==> images/wires.png <==
Two of the layers only.
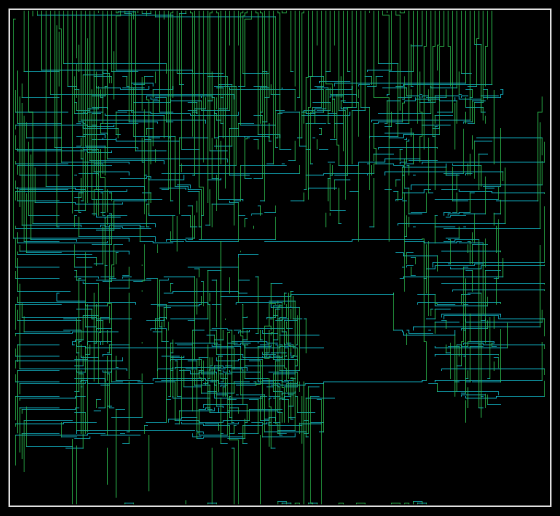
==> images/io_placement.png <==
Pins as bars across the die edge, other pins in grey.
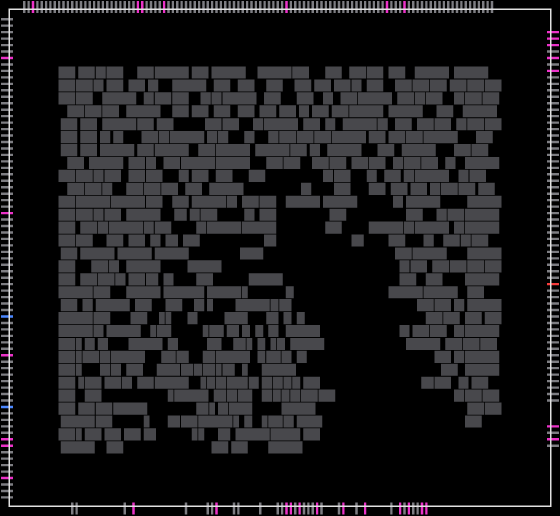
==> images/flops_by_reg.png <==
Bar = 20 um.
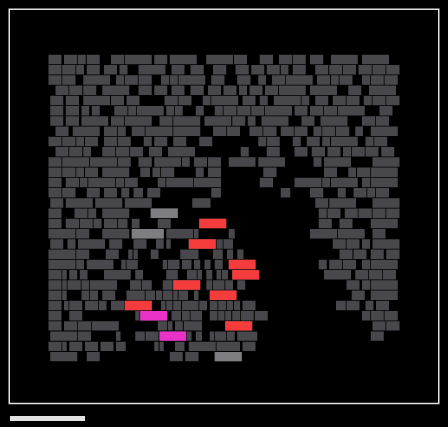
--- config.mk ---
export PLATFORM = sky130hd
export DESIGN_NAME = dmem_arbiter
export DESIGN_NICKNAME = d
export VERILOG_FILES = /design/src/rtl/dmem_arbiter.sv
export SDC_FILE = /design/constraint.sdc
export NUM_CORES = 1
export LEC_CHECK = 0
export CAP_MARGIN = 10
export CORE_ASPECT_RATIO = 0.9
export CORE_MARGIN = 10
export CORE_UTILIZATION = 25
export CTS_CLUSTER_DIAMETER = 40
export CTS_CLUSTER_SIZE = 12
export DETAILED_ROUTE_END_ITERATION = 16
export MAX_ROUTING_LAYER = met4
export PLACE_DENSITY = 0.8
export SYNTH_ARGS = -nofsm -noshare
export SYNTH_HDL_FRONTEND = slang
export SYNTH_SLANG_ARGS = --single-unit
--- constraint.sdc ---
create_clock -name clk -period 2.5 [get_ports clk]
set_clock_uncertainty 0.15 [all_clocks]
set_input_delay 0.5 -clock clk [delete_from_list [all_inputs] [get_ports clk]]
set_output_delay 0.5 -clock clk [all_outputs]
set_load 0.05 [all_outputs]
--- src/rtl/dmem_arbiter.sv ---
// Round-robin arbiter sharing one data memory between num_cores_p cores.
// One transaction in flight at a time; a sticky error flags a response that never arrives.
module dmem_arbiter #(
  parameter int num_cores_p  = 2,
  parameter int addr_width_p = 32,
  parameter int timeout_p    = 255,
  localparam int OW = (num_cores_p > 1) ? $clog2(num_cores_p) : 1
) (
  input  logic                                clk,
  input  logic                                reset,
  input  logic [num_cores_p-1:0]              core_valid_i,
  input  logic [num_cores_p-1:0]              core_wen_i,
  input  logic [num_cores_p-1:0]              core_byte_i,
  input  logic [num_cores_p*addr_width_p-1:0] core_addr_i,
  input  logic [num_cores_p*32-1:0]           core_wdata_i,
  input  logic [num_cores_p-1:0]              core_yumi_i,
  output logic [num_cores_p-1:0]              core_yumi_o,
  output logic [num_cores_p-1:0]              core_valid_o,
  output logic [31:0]                         core_rdata_o,
  output logic                                mem_valid_o,
  output logic                                mem_wen_o,
  output logic                                mem_byte_o,
  output logic [addr_width_p-1:0]             mem_addr_o,
  output logic [31:0]                         mem_wdata_o,
  output logic                                mem_yumi_o,
  input  logic                                mem_yumi_i,
  input  logic                                mem_valid_i,
  input  logic [31:0]                         mem_rdata_i,
  output logic [OW-1:0]                       owner_o,
  output logic                                busy_o,
  output logic                                error_o
);
  typedef enum logic [1:0] {IDLE, REQ, RESP} state_e;

  state_e        state_r, state_n;
  logic [OW-1:0] owner_r, owner_n, last_r, last_n, grant, idx;
  logic [7:0]    timer_r, timer_n;
  logic          err_r, err_n, found;
  logic          own_valid, own_yumi;

  assign own_valid = core_valid_i[owner_r];
  assign own_yumi  = core_yumi_i[owner_r];

  // First requester after the last served core wins.
  always_comb begin
    grant = last_r;
    found = 1'b0;
    idx   = '0;
    for (int i = 1; i <= num_cores_p; i++) begin
      idx = OW'((int'(last_r) + i) % num_cores_p);
      if (!found && core_valid_i[idx]) begin
        found = 1'b1;
        grant = idx;
      end
    end
  end

  always_comb begin
    state_n = state_r;
    owner_n = owner_r;
    last_n  = last_r;
    timer_n = timer_r;
    err_n   = err_r;
    case (state_r)
      IDLE: if (|core_valid_i) begin
        owner_n = grant;
        state_n = REQ;
      end
      REQ: begin
        if (mem_yumi_i) begin
          timer_n = '0;
          if (mem_valid_i && own_yumi) begin
            state_n = IDLE;
            last_n  = owner_r;
          end else begin
            state_n = RESP;
          end
        end else if (!own_valid) begin
          state_n = IDLE;
          last_n  = owner_r;
        end
      end
      RESP: begin
        if (mem_valid_i && own_yumi) begin
          state_n = IDLE;
          last_n  = owner_r;
        end else if (timer_r == 8'(timeout_p)) begin
          err_n   = 1'b1;
          state_n = IDLE;
          last_n  = owner_r;
        end else begin
          timer_n = timer_r + 8'd1;
        end
      end
      default: state_n = IDLE;
    endcase
  end

  always_ff @(posedge clk) begin
    if (!reset) begin
      state_r <= IDLE;
      owner_r <= '0;
      last_r  <= OW'(num_cores_p - 1);
      timer_r <= '0;
      err_r   <= 1'b0;
    end else begin
      state_r <= state_n;
      owner_r <= owner_n;
      last_r  <= last_n;
      timer_r <= timer_n;
      err_r   <= err_n;
    end
  end

  // A response arriving with the accept is forwarded in REQ as well.
  always_comb begin
    core_yumi_o  = '0;
    core_valid_o = '0;
    mem_valid_o  = 1'b0;
    mem_wen_o    = 1'b0;
    mem_byte_o   = 1'b0;
    mem_addr_o   = '0;
    mem_wdata_o  = '0;
    mem_yumi_o   = 1'b0;
    if (state_r == REQ) begin
      mem_valid_o           = own_valid;
      mem_wen_o             = core_wen_i[owner_r];
      mem_byte_o            = core_byte_i[owner_r];
      mem_addr_o            = core_addr_i[int'(owner_r)*addr_width_p +: addr_width_p];
      mem_wdata_o           = core_wdata_i[int'(owner_r)*32 +: 32];
      core_yumi_o[owner_r]  = mem_yumi_i;
      core_valid_o[owner_r] = mem_yumi_i & mem_valid_i;
      mem_yumi_o            = mem_yumi_i & own_yumi;
    end else if (state_r == RESP) begin
      core_valid_o[owner_r] = mem_valid_i;
      mem_yumi_o            = own_yumi;
    end
  end

  assign core_rdata_o = mem_rdata_i;
  assign owner_o      = owner_r;
  assign busy_o       = (state_r != IDLE);
  assign error_o      = err_r;
endmodule
==> run_results.csv <==
group,metric,value,unit
placement,placed_area,4890,um^2
setup_path,startpoint,"state_r[0]$_SDFFE_PN0P_",
run,warnings,27,
synthesis,yosysWarnings,0,
synthesis,syn_nets,448,
clocking,root_buffer,"clkbuf_8",
clocking,cts_tree,"built",
final_timing,fmax,423,MHz
setup_path,cp.arrival,1720,ps
placement,dp_hpwl,10.0,mm
route,drt_iter0_drc,93,
setup_path,start_kind,"flop",
synthesis,ys.flop_type,"dfxtp_1",
route,finalWirelength,11.1,mm
setup_path,cp_cell_sequence,"nand2b_4, buf_4, nor2_2, buf_12",
power_and_ir_drop,peakVddDrop,0.000188,V
clocking,hold_buffers,0,
clocking,clk_latency,250,ps
final_timing,fin_hold_ws,345,ps
cells_and_area,nets,625,
run_status,status,"finished, final reports clean",
synthesis,synthTopCellsByCount,"nor2_1 (74), mux2i_1 (69), buf_4 (32)",
setup_path,worst_ep_required_time,1850,ps
synthesis,synth_top_area_share,0.350,
floorplan,coreArea,7620,um^2
power_and_ir_drop,p_leak,1.79,nW
final_timing,post-route-period-util,0.947,
synthesis,synth-edff-count,0,
synthesis,yosys_area,1970,um^2
synthesis,yosys-stat-cells,275,
clocking,path_clk_slew,60,ps
About wires.png:
| layer | colour | wire length |
|---|---|---|
| metal 1 | cyan | 3,990 um |
| metal 2 | green | 5,770 um |

About io_placement.png:
| port | colour | pins | direction | edge |
|---|---|---|---|---|
| core_rdata_o | magenta | 32 | output | 12 bottom, 7 top, 7 right, 6 left |
| core_yumi_o | blue | 2 | output | left |
| owner_o | red | 1 | output | right |

About flops_by_reg.png:
| name in the netlist | colour | sequential cells |
|---|---|---|
| timer_r | red | 8 |
| state_r | magenta | 2 |

registers in the layout (all words and copies together) (netlist names):
register  count
error_o       1
last_r        1
owner_o       1
state_r       2
timer_r       8
metal layers:
metal | GRT usage | vias to the layer above | part of all wire
met3 | 0.0611 | 23 | 0.092
met4 | 0.0625 | 0 | 0.028
met5 | - | - | 0
met1 | 0.172 | 1176 | 0.36
met2 | 0.320 | 146 | 0.52
li1 | - | 1263 | -
worst reg2reg max path: cells and delay by family (launching register included):
kind / cells / cell delay (ps)
DFF: 1 / 530
muxes: 1 / 360
AOI/OAI and AO/OA: 2 / 460
and+or+nand+nor: 1 / 470
where the power goes:
part           total (mW)  switching [mW]  internal, mW
logic                1.35           0.674         0.679
clock network       0.191          0.0786         0.113
registers           0.231          0.0178         0.213
stage by stage:
step / utilization / power [mW]
final: 0.648 / 1.78
after global routing: 0.648 / 1.85
after CTS: 0.648 / 1.79
after detailed placement: 0.642 / 1.60
after global placement: 0.642 / 1.58
after floorplan: - / 1.00
final timing paths:
path	endpoint	slack, ps	depth (start not counted)
setup / recovery	mem_addr_o[13]	130	4
hold / removal	timer_r[5]$_SDFFE_PN0P_	340	2
setup reg to reg	timer_r[5]$_SDFFE_PN0P_	460	4
hold reg to reg	timer_r[5]$_SDFFE_PN0P_	340	2
cell families after synthesis:
family	count (synthesis)	synth area share
simple gates	109	0.243
mux	70	0.358
buf+inv	56	0.172
compound gates	26	0.0894
flops	13	0.132
fa+ha+maj	1	0.00634
area by class of cell:
cell class / instances / area [um^2]
flip-flops and latches: 13 / 264
inverters: 5 / 18.8
multi-input cells: 206 / 1550
clock buffers: 4 / 45.0
repair buffers: 223 / 2940
well taps: 96 / 120
fillers: 594 / 2680
cell usage in the layout, fill, tap and decap left out, types with 2 or more instances in the layout:
cell and n:
a21oi_1 7, buf_12 73, buf_4 9, clkbuf_8 3
clkdlybuf4s50_1 141, dfxtp_1 12, inv_1 5, mux2i_1 69
nand2_1 9, nand3_1 3, nand4_1 2, nor2_1 8
nor2_2 66, nor2b_1 5, o21ai_0 5, o31ai_1 2
or3_1 5, or4_1 2
Power and IR drop assume default switching activity.
